--- src/rtl/result_plot_buffer_pkg.sv ---
// Shared constants, state encoding and sizing helpers for the result plot buffer.
package result_plot_buffer_pkg;

   localparam int unsigned DEF_WIDTH_BITS  = 8;
   localparam int unsigned DEF_HEIGHT_BITS = 8;
   localparam int unsigned DEF_DEPTH_BITS  = 4;

   // Entry layout is {row, col, data}
   function automatic int unsigned entry_bits(input int unsigned w, input int unsigned h);
      return w + h + 1;
   endfunction

   function automatic int unsigned frame_pixels(input int unsigned w, input int unsigned h);
      return 32'd1 << (w + h);
   endfunction

   localparam int unsigned ENTRY_BITS   = entry_bits(DEF_WIDTH_BITS, DEF_HEIGHT_BITS);
   localparam int unsigned FIFO_DEPTH   = 2 ** DEF_DEPTH_BITS;
   localparam int unsigned FRAME_PIXELS = frame_pixels(DEF_WIDTH_BITS, DEF_HEIGHT_BITS);

   typedef enum logic [1:0] {
      ST_EMPTY = 2'd0,
      ST_PLOT  = 2'd1,
      ST_DONE  = 2'd2
   } state_t;

endpackage

--- src/rtl/result_plot_buffer_if.sv ---
// Pixel input stream and plot handshake between threshold unit, buffer and VGA adapter.
interface result_plot_buffer_if
   import result_plot_buffer_pkg::*;
#(
   parameter int unsigned WIDTH_BITS  = DEF_WIDTH_BITS,
   parameter int unsigned HEIGHT_BITS = DEF_HEIGHT_BITS
);
   logic                              iClear;
   logic [WIDTH_BITS-1:0]             iCol;
   logic [HEIGHT_BITS-1:0]            iRow;
   logic                              iData;
   logic                              iWren;
   logic                              oFull;
   logic [WIDTH_BITS-1:0]             oX;
   logic [HEIGHT_BITS-1:0]            oY;
   logic [2:0]                        oR;
   logic [2:0]                        oG;
   logic [2:0]                        oB;
   logic                              oPlot;
   logic                              iReady;
   logic [WIDTH_BITS+HEIGHT_BITS:0]   oWhiteCount;
   logic                              oFinished;
   logic                              oOverflow;

   modport master (
      output iClear, iCol, iRow, iData, iWren, iReady,
      input  oFull, oX, oY, oR, oG, oB, oPlot, oWhiteCount, oFinished, oOverflow
   );

   modport slave (
      input  iClear, iCol, iRow, iData, iWren, iReady,
      output oFull, oX, oY, oR, oG, oB, oPlot, oWhiteCount, oFinished, oOverflow
   );

endinterface

--- src/rtl/result_plot_buffer_plot_fifo.sv ---
// Single-clock FIFO with registered full/empty flags and combinational head output.
module plot_fifo #(
   parameter int unsigned DATA_BITS  = 17,
   parameter int unsigned DEPTH_BITS = 4
) (
   input  logic                  clock,
   input  logic                  not_reset,
   input  logic                  clear,
   input  logic                  push,
   input  logic                  pop,
   input  logic [DATA_BITS-1:0]  din,
   output logic [DATA_BITS-1:0]  dout,
   output logic                  full,
   output logic                  empty,
   output logic [DEPTH_BITS:0]   count
);
   localparam int unsigned DEPTH    = 2 ** DEPTH_BITS;
   localparam int unsigned CNT_BITS = DEPTH_BITS + 1;

   logic [DATA_BITS-1:0]  mem [DEPTH];
   logic [DEPTH_BITS-1:0] wr_ptr;
   logic [DEPTH_BITS-1:0] rd_ptr;
   logic                  do_push;
   logic                  do_pop;
   logic [CNT_BITS-1:0]   count_d;

   // A push into a full FIFO is legal only when the head leaves in the same cycle
   always_comb begin
      do_pop  = pop && !empty && !clear;
      do_push = push && (!full || do_pop) && !clear;
      count_d = count;
      if (do_push && !do_pop) begin
         count_d = count + CNT_BITS'(1);
      end else if (!do_push && do_pop) begin
         count_d = count - CNT_BITS'(1);
      end
      if (clear) begin
         count_d = '0;
      end
   end

   always_ff @(posedge clock or negedge not_reset) begin
      if (!not_reset) begin
         wr_ptr <= '0;
         rd_ptr <= '0;
         count  <= '0;
         full   <= 1'b0;
         empty  <= 1'b1;
      end else begin
         if (clear) begin
            wr_ptr <= '0;
            rd_ptr <= '0;
         end else begin
            if (do_push) wr_ptr <= wr_ptr + DEPTH_BITS'(1);
            if (do_pop)  rd_ptr <= rd_ptr + DEPTH_BITS'(1);
         end
         count <= count_d;
         full  <= (count_d == CNT_BITS'(DEPTH));
         empty <= (count_d == '0);
      end
   end

   always_ff @(posedge clock) begin
      if (do_push) mem[wr_ptr] <= din;
   end

   assign dout = mem[rd_ptr];

endmodule

--- src/rtl/result_plot_buffer.sv ---
// Buffers the binary result pixel stream and hands it one pixel at a time to the VGA adapter,
// counting white and completed pixels for the frame.
module result_plot_buffer
   import result_plot_buffer_pkg::*;
#(
   parameter int unsigned WIDTH_BITS  = DEF_WIDTH_BITS,
   parameter int unsigned HEIGHT_BITS = DEF_HEIGHT_BITS,
   parameter int unsigned DEPTH_BITS  = DEF_DEPTH_BITS
) (
   input  logic                 clock,
   input  logic                 not_reset,
   result_plot_buffer_if.slave  bus
);
   localparam int unsigned EBITS  = entry_bits(WIDTH_BITS, HEIGHT_BITS);
   localparam int unsigned CBITS  = WIDTH_BITS + HEIGHT_BITS + 1;
   localparam int unsigned FRAME  = frame_pixels(WIDTH_BITS, HEIGHT_BITS);
   localparam int unsigned FBITS  = DEPTH_BITS + 1;
   localparam int unsigned FIFO_N = 2 ** DEPTH_BITS;

   state_t              state;
   state_t              state_d;
   logic [EBITS-1:0]    in_entry;
   logic [EBITS-1:0]    src_entry;
   logic [EBITS-1:0]    fifo_dout;
   logic                fifo_empty;
   logic [FBITS-1:0]    fifo_count;
   logic                fifo_push;
   logic                fifo_pop;
   logic                live;
   logic                room;
   logic                accept;
   logic                final_accept;
   logic                src_valid;
   logic                load;
   logic                push_ok;
   logic                drop;
   logic [CBITS-1:0]    done_cnt;

   assign in_entry = {bus.iRow, bus.iCol, bus.iData};

   plot_fifo #(
      .DATA_BITS  (EBITS),
      .DEPTH_BITS (DEPTH_BITS)
   ) u_fifo (
      .clock     (clock),
      .not_reset (not_reset),
      .clear     (bus.iClear),
      .push      (fifo_push),
      .pop       (fifo_pop),
      .din       (in_entry),
      .dout      (fifo_dout),
      .full      (bus.oFull),
      .empty     (fifo_empty),
      .count     (fifo_count)
   );

   always_ff @(posedge clock or negedge not_reset) begin
      if (!not_reset) state <= ST_EMPTY;
      else            state <= state_d;
   end

   // Next state, output-register load and FIFO push/pop decisions
   always_comb begin
      state_d      = state;
      load         = 1'b0;
      live         = (state != ST_DONE);
      room         = (fifo_count != FBITS'(FIFO_N));
      accept       = bus.oPlot && bus.iReady;
      final_accept = accept && (done_cnt == CBITS'(FRAME - 1));
      src_valid    = !fifo_empty || bus.iWren;

      case (state)
         ST_EMPTY: begin
            if (src_valid) begin
               load    = 1'b1;
               state_d = ST_PLOT;
            end
         end
         ST_PLOT: begin
            if (accept) begin
               if (final_accept) begin
                  state_d = ST_DONE;
               end else if (src_valid) begin
                  load = 1'b1;
               end else begin
                  state_d = ST_EMPTY;
               end
            end
         end
         default: ;
      endcase

      if (bus.iClear) begin
         state_d = ST_EMPTY;
         load    = 1'b0;
      end

      // With an empty FIFO the pushed pixel bypasses storage straight into the output register
      fifo_pop  = load && !fifo_empty;
      src_entry = fifo_empty ? in_entry : fifo_dout;
      push_ok   = bus.iWren && live && !bus.iClear && (room || fifo_pop);
      fifo_push = push_ok && !(load && fifo_empty);
      drop      = bus.iWren && live && !bus.iClear && !room && !fifo_pop;
   end

   always_ff @(posedge clock or negedge not_reset) begin
      if (!not_reset) begin
         bus.oX          <= '0;
         bus.oY          <= '0;
         bus.oR          <= '0;
         bus.oG          <= '0;
         bus.oB          <= '0;
         bus.oPlot       <= 1'b0;
         bus.oWhiteCount <= '0;
         bus.oFinished   <= 1'b0;
         bus.oOverflow   <= 1'b0;
         done_cnt        <= '0;
      end else if (bus.iClear) begin
         bus.oX          <= '0;
         bus.oY          <= '0;
         bus.oR          <= '0;
         bus.oG          <= '0;
         bus.oB          <= '0;
         bus.oPlot       <= 1'b0;
         bus.oWhiteCount <= '0;
         bus.oFinished   <= 1'b0;
         bus.oOverflow   <= 1'b0;
         done_cnt        <= '0;
      end else begin
         if (load) begin
            bus.oX <= src_entry[WIDTH_BITS:1];
            bus.oY <= src_entry[EBITS-1 -: HEIGHT_BITS];
            bus.oR <= {3{src_entry[0]}};
            bus.oG <= {3{src_entry[0]}};
            bus.oB <= {3{src_entry[0]}};
         end
         bus.oPlot     <= (state_d == ST_PLOT);
         bus.oFinished <= (state_d == ST_DONE);
         if (accept) begin
            done_cnt <= done_cnt + CBITS'(1);
            if (bus.oR[0]) bus.oWhiteCount <= bus.oWhiteCount + CBITS'(1);
         end
         if (drop) bus.oOverflow <= 1'b1;
      end
   end

endmodule

--- src/flat_wrapper.sv ---
// flat-port wrapper written by rule: the top's interface ports become plain ports
module result_plot_buffer_flat import result_plot_buffer_pkg::*;
#(
   parameter int unsigned WIDTH_BITS  = DEF_WIDTH_BITS,
   parameter int unsigned HEIGHT_BITS = DEF_HEIGHT_BITS,
   parameter int unsigned DEPTH_BITS  = DEF_DEPTH_BITS
)
  (clock, not_reset, bus_iClear, bus_iCol, bus_iRow, bus_iData, bus_iWren, bus_iReady, bus_oFull, bus_oX, bus_oY, bus_oR, bus_oG, bus_oB, bus_oPlot, bus_oWhiteCount, bus_oFinished, bus_oOverflow);
  result_plot_buffer_if #(.WIDTH_BITS(WIDTH_BITS), .HEIGHT_BITS(HEIGHT_BITS)) bus_i ();
  input  logic clock;
  input  logic not_reset;
  input wire logic [$bits(bus_i.iClear)-1:0] bus_iClear;
  input wire logic [$bits(bus_i.iCol)-1:0] bus_iCol;
  input wire logic [$bits(bus_i.iRow)-1:0] bus_iRow;
  input wire logic [$bits(bus_i.iData)-1:0] bus_iData;
  input wire logic [$bits(bus_i.iWren)-1:0] bus_iWren;
  input wire logic [$bits(bus_i.iReady)-1:0] bus_iReady;
  output wire logic [$bits(bus_i.oFull)-1:0] bus_oFull;
  output wire logic [$bits(bus_i.oX)-1:0] bus_oX;
  output wire logic [$bits(bus_i.oY)-1:0] bus_oY;
  output wire logic [$bits(bus_i.oR)-1:0] bus_oR;
  output wire logic [$bits(bus_i.oG)-1:0] bus_oG;
  output wire logic [$bits(bus_i.oB)-1:0] bus_oB;
  output wire logic [$bits(bus_i.oPlot)-1:0] bus_oPlot;
  output wire logic [$bits(bus_i.oWhiteCount)-1:0] bus_oWhiteCount;
  output wire logic [$bits(bus_i.oFinished)-1:0] bus_oFinished;
  output wire logic [$bits(bus_i.oOverflow)-1:0] bus_oOverflow;
  assign bus_i.iClear = bus_iClear;
  assign bus_i.iCol = bus_iCol;
  assign bus_i.iRow = bus_iRow;
  assign bus_i.iData = bus_iData;
  assign bus_i.iWren = bus_iWren;
  assign bus_i.iReady = bus_iReady;
  assign bus_oFull = bus_i.oFull;
  assign bus_oX = bus_i.oX;
  assign bus_oY = bus_i.oY;
  assign bus_oR = bus_i.oR;
  assign bus_oG = bus_i.oG;
  assign bus_oB = bus_i.oB;
  assign bus_oPlot = bus_i.oPlot;
  assign bus_oWhiteCount = bus_i.oWhiteCount;
  assign bus_oFinished = bus_i.oFinished;
  assign bus_oOverflow = bus_i.oOverflow;
  result_plot_buffer #(.WIDTH_BITS(WIDTH_BITS), .HEIGHT_BITS(HEIGHT_BITS), .DEPTH_BITS(DEPTH_BITS)) u_core (.clock(clock), .not_reset(not_reset), .bus(bus_i));
endmodule
--- config.mk ---
export PLATFORM = sky130hd
export DESIGN_NAME = result_plot_buffer_flat
export DESIGN_NICKNAME = d
export VERILOG_FILES = /design/src/rtl/result_plot_buffer_pkg.sv /design/src/rtl/result_plot_buffer_if.sv /design/src/rtl/result_plot_buffer_plot_fifo.sv /design/src/rtl/result_plot_buffer.sv /design/src/flat_wrapper.sv
export SDC_FILE = /design/constraint.sdc
export NUM_CORES = 1
export LEC_CHECK = 0
export ABC_AREA = 0
export CORE_MARGIN = 3
export CORE_UTILIZATION = 45
export DETAILED_ROUTE_END_ITERATION = 8
export GPL_TIMING_DRIVEN = 0
export PLACE_DENSITY_LB_ADDON = 0.1
export SLEW_MARGIN = 20
export SYNTH_ARGS = -nofsm -noshare
export SYNTH_HDL_FRONTEND = slang
export SYNTH_SLANG_ARGS = --single-unit
--- constraint.sdc ---
create_clock -name clock -period 3.4 [get_ports clock]
set_clock_uncertainty 0.2 [all_clocks]
set_input_delay 0.68 -clock clock [delete_from_list [all_inputs] [get_ports clock]]
set_output_delay 0.68 -clock clock [all_outputs]
set_load 0.02 [all_outputs]
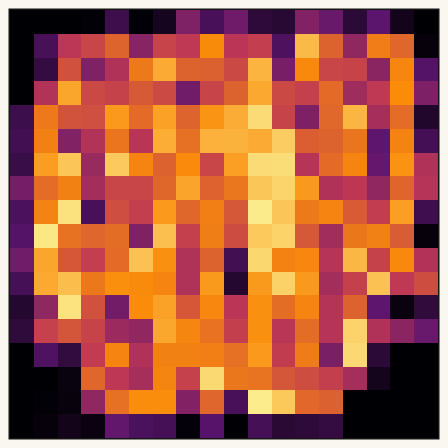
Fig. 1. Placement density heat map (run 1).
18 x 18 tiles, from black (low) to pale yellow (high), 0 to 100% covered.
mean over tiles: 50%
nearly empty tiles: 10%
fullest tile: 96%
densest ninth of the die: center
final core occ: 56.8%
FP Core Util: 46.4%
Core ar.: 30200 um^2

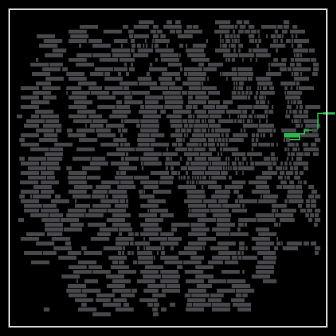
Fig. 2. Nets reached from selected ports (run 1).
legend:
  `bus_oOverflow`:
    color: green
    bits: 1
    direction: output
    edge: east
    end_cells: 1
    buffers: 1
    wire: 29.5 um
Port-buffer cells: 67
I/O pin count: 68

==> metrics.cfg, run 1 <==
[critical_path]
max_stage_delay_ps=420
path_delay_family=simple AND/OR/NAND/NOR gates
cp_max_fo=10
r2r_cells=10
slowest_stage=dfrtp_1

[floorplan]
die_w_um=182
rows=63
taps=390

[power]
combPwrFrac_pct=14.6
switching_power_w=0.00252
clkPwrFrac_pct=40.2
powerClk_w=0.00421
vdd_drop_max_v=0.000447
cellLeakagePower_nw=5.71

[finish]
lay_top_count=edfxtp_1
top_regs=u_core.u_fifo.mem x272, u_core.bus.oWhiteCount x17, u_core.done_cnt x17
largestClassByArea=flip-flops and latches
n_all_inverters=17
nMultiInputCombCells=399
layout.nonclk_buf_share_pct=8.27

[logic_synthesis]
yosys-mux-area-fraction_pct=13.9
ff_type=edfxtp_1
yosys_warnings=0
synth-edff-count=272
xor_share_pct=1.94

[outcome]
status=completed

[min_path]
min_to=u_core.bus.oOverflow
hp-start=u_core.bus.oOverflow

[clock_network]
clock-root-buffer=clkbuf_16
cts_hold_buffers=1
cts_max_path_buffers=3
cts_setup_buffers=25
path_clk_slew_ps=60
cts_tree=yes

[detailed_routing]
routed-wl-met2_um=17200
ant_nets=0
drt-pass1-iter-count=5
met3_wirelength_um=1940

[final_timing]
setup_viol=0
hold_slack_ps=298
worst_slack_ps=133
slew_viol_final=0

[global_routing]
grt_max_degree=40

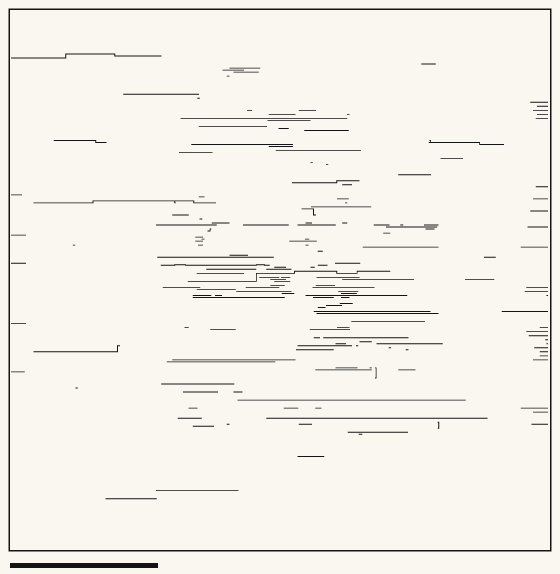
Fig. 3. M3 wires (run 1).
Bar = 50 um.
nets with wire on the layer: 115
longest straight run: 76.8 um
share of all routed wire: 5.7%
wire length on this layer: 1940 um
main direction: horizontal
final wirelength: 34100 um
met3 Use GR: 3.21%
vias: 7966

==> run 2: changes to the inputs <==
- GPL_ROUTABILITY_DRIVEN: unset -> 0
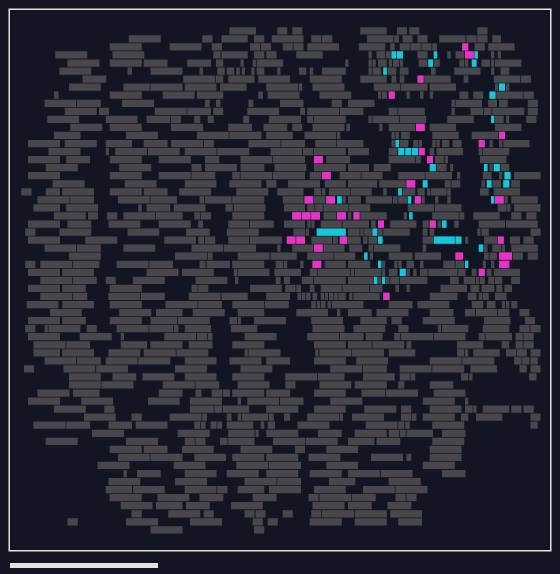
Fig. 4. Gate-type map (run 2).
Bar = 50 um.
legend:
  and/or cells:
    color: magenta
    cells: 34
  nand cells:
    color: cyan
    cells: 39
Final Non-Filler Cells: 1365
Comb area share: 22.9%
dominant logic cell type in the layout: edfxtp_1

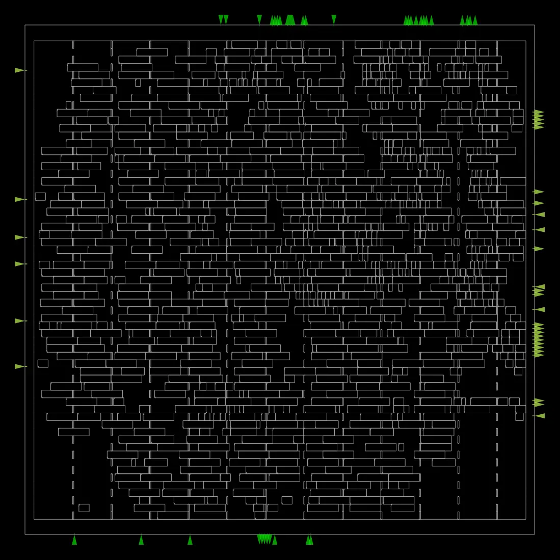
Fig. 5. Placed standard cells (run 2).
FFs & Latches: 343
Seq area share: 58.0%

==> run 2 against run 1 <==
Synthesized area stayed put. Global-route usage stayed put. Fmax unchanged. Critical path depth is the same. Via count did not move. Clock power about the same. Critical endpoint unchanged. Largest cell class unchanged.
==> metrics.cfg, run 2 <==
[outcome]
status=completed  ; unchanged

[logic_synthesis]
xor_share_pct=1.94  ; unchanged
yosys_warnings=0  ; unchanged
syn_avg_cell_area_um2=17.4  ; unchanged
ff_type=edfxtp_1  ; unchanged

[floorplan]
initial_utilization_pct=46.4  ; unchanged
pin_count=68  ; unchanged
coreArea_um2=30200  ; unchanged
taps=390  ; unchanged
die_w_um=182  ; unchanged
rows=63  ; unchanged

[critical_path]
path_delay_family=simple AND/OR/NAND/NOR gates  ; unchanged
slowest_stage=dfrtp_1  ; unchanged
max_stage_delay_ps=420  ; about the same
r2r_cells=10  ; unchanged
cp_max_fo=10  ; unchanged

[final_timing]
setup_viol=0  ; unchanged
hold_viol=0  ; unchanged

[power]
combPwrFrac_pct=14.6  ; about the same
clkPwrFrac_pct=40.2  ; about the same
cellLeakagePower_nw=5.71  ; unchanged
switching_power_w=0.00252  ; unchanged
powerClk_w=0.00421  ; about the same
p_per_area_nw_per_um2=610  ; unchanged
vdd_drop_max_v=0.000447  ; unchanged

[clock_network]
clock-root-buffer=clkbuf_16  ; unchanged
cts_hold_buffers=1  ; unchanged
cts_max_path_buffers=3  ; unchanged
cts_tree=yes  ; unchanged

[min_path]
min_to=u_core.bus.oOverflow  ; unchanged
hp-start=u_core.bus.oOverflow  ; unchanged

[finish]
clkCellAreaFrac_pct=7.65  ; unchanged
final_util_pct=56.8  ; unchanged
layout.nonclk_buf_share_pct=8.27  ; unchanged
nMultiInputCombCells=399  ; unchanged
largestClassByArea=flip-flops and latches  ; unchanged
top_regs=u_core.u_fifo.mem x272, u_core.bus.oWhiteCount x17, u_core.done_cnt x17  ; unchanged

[detailed_routing]
met3_wirelength_um=1940  ; unchanged
routed-wl-met2_um=17200  ; unchanged
ant_nets=0  ; unchanged
num_vias=7966  ; unchanged
drt-total-wl_um=34100  ; unchanged
drt-pass1-iter-count=5  ; unchanged

[place]
port_buffers=67  ; unchanged

[global_routing]
use_met3_pct=3.21  ; unchanged
grt_max_degree=40  ; unchanged

Fig. 6: run 2, nets reached from selected ports
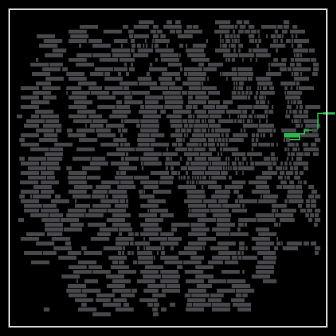

==> run 3: changes to the inputs <==
- CTS_BUF_LIST: unset -> sky130_fd_sc_hd__clkbuf_2
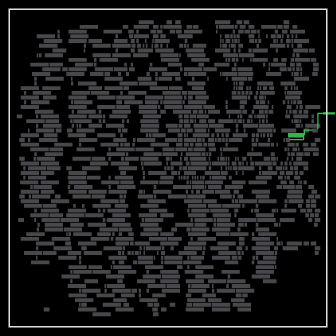
Fig. 7. Nets reached from selected ports (run 3).
legend:
  `bus_oOverflow`:
    color: green
    bits: 1
    direction: output
    edge: east
    end_cells: 1
    buffers: 1
    wire: 31.2 um

==> run 3 against run 2 <==
Register-to-register slack hardly changed. Highest routed layer unchanged. Utilization is 1.7 points lower. Critical path type unchanged. Global-route usage grew 0.17 points. Total power fell by 14%. Die size did not move. Combinational power about the same. Synthesized area unchanged. Sequential power barely moved. First-iteration DRC count rose by 6.6%. Clock-buffer cell count rose by 82. Largest cell class unchanged.
==> metrics.cfg, run 3 <==
[logic_synthesis]
syn_avg_cell_area_um2=17.4  ; unchanged
yosys_warnings=0  ; unchanged
ff_type=edfxtp_1  ; unchanged
synth-edff-count=272  ; unchanged
xor_share_pct=1.94  ; unchanged

[floorplan]
die_w_um=182  ; unchanged

[global_routing]
grt_max_degree=40  ; unchanged
use_met3_pct=3.93  ; was 3.21%

[finish]
lay_top_count=edfxtp_1  ; unchanged
final_util_pct=55.1  ; was 56.8%
n_all_inverters=17  ; unchanged
layout.nonclk_buf_share_pct=8.48  ; was 8.27%
top_regs=u_core.u_fifo.mem x272, u_core.bus.oWhiteCount x17, u_core.done_cnt x17  ; unchanged

[power]
clkPwrFrac_pct=30.4  ; was 40.2%
powerClk_w=0.00274  ; was 0.00421 W

[outcome]
status=completed  ; unchanged

[critical_path]
max_stage_delay_ps=410  ; was 420 ps

[final_timing]
slew_viol_final=0  ; unchanged

[detailed_routing]
drt-pass1-iter-count=5  ; unchanged

[clock_network]
path_clk_slew_ps=120  ; was 60 ps

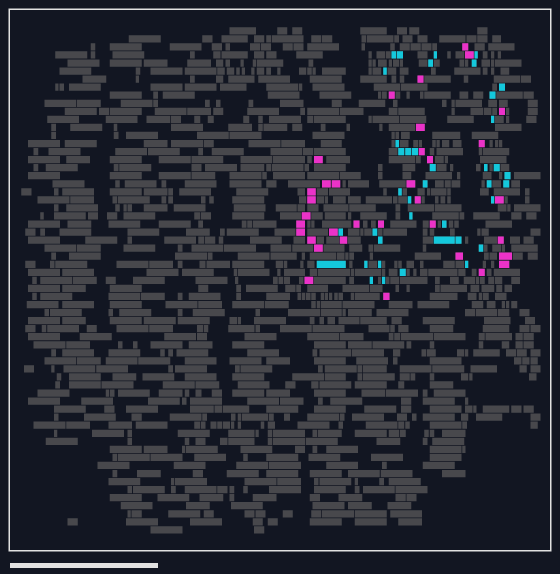
Fig. 8. Gate-type map (run 3).
Bar = 50 um.
Final Non-Filler Cells: 1457
Comb area share: 23.5%

Power and IR drop assume default switching activity.
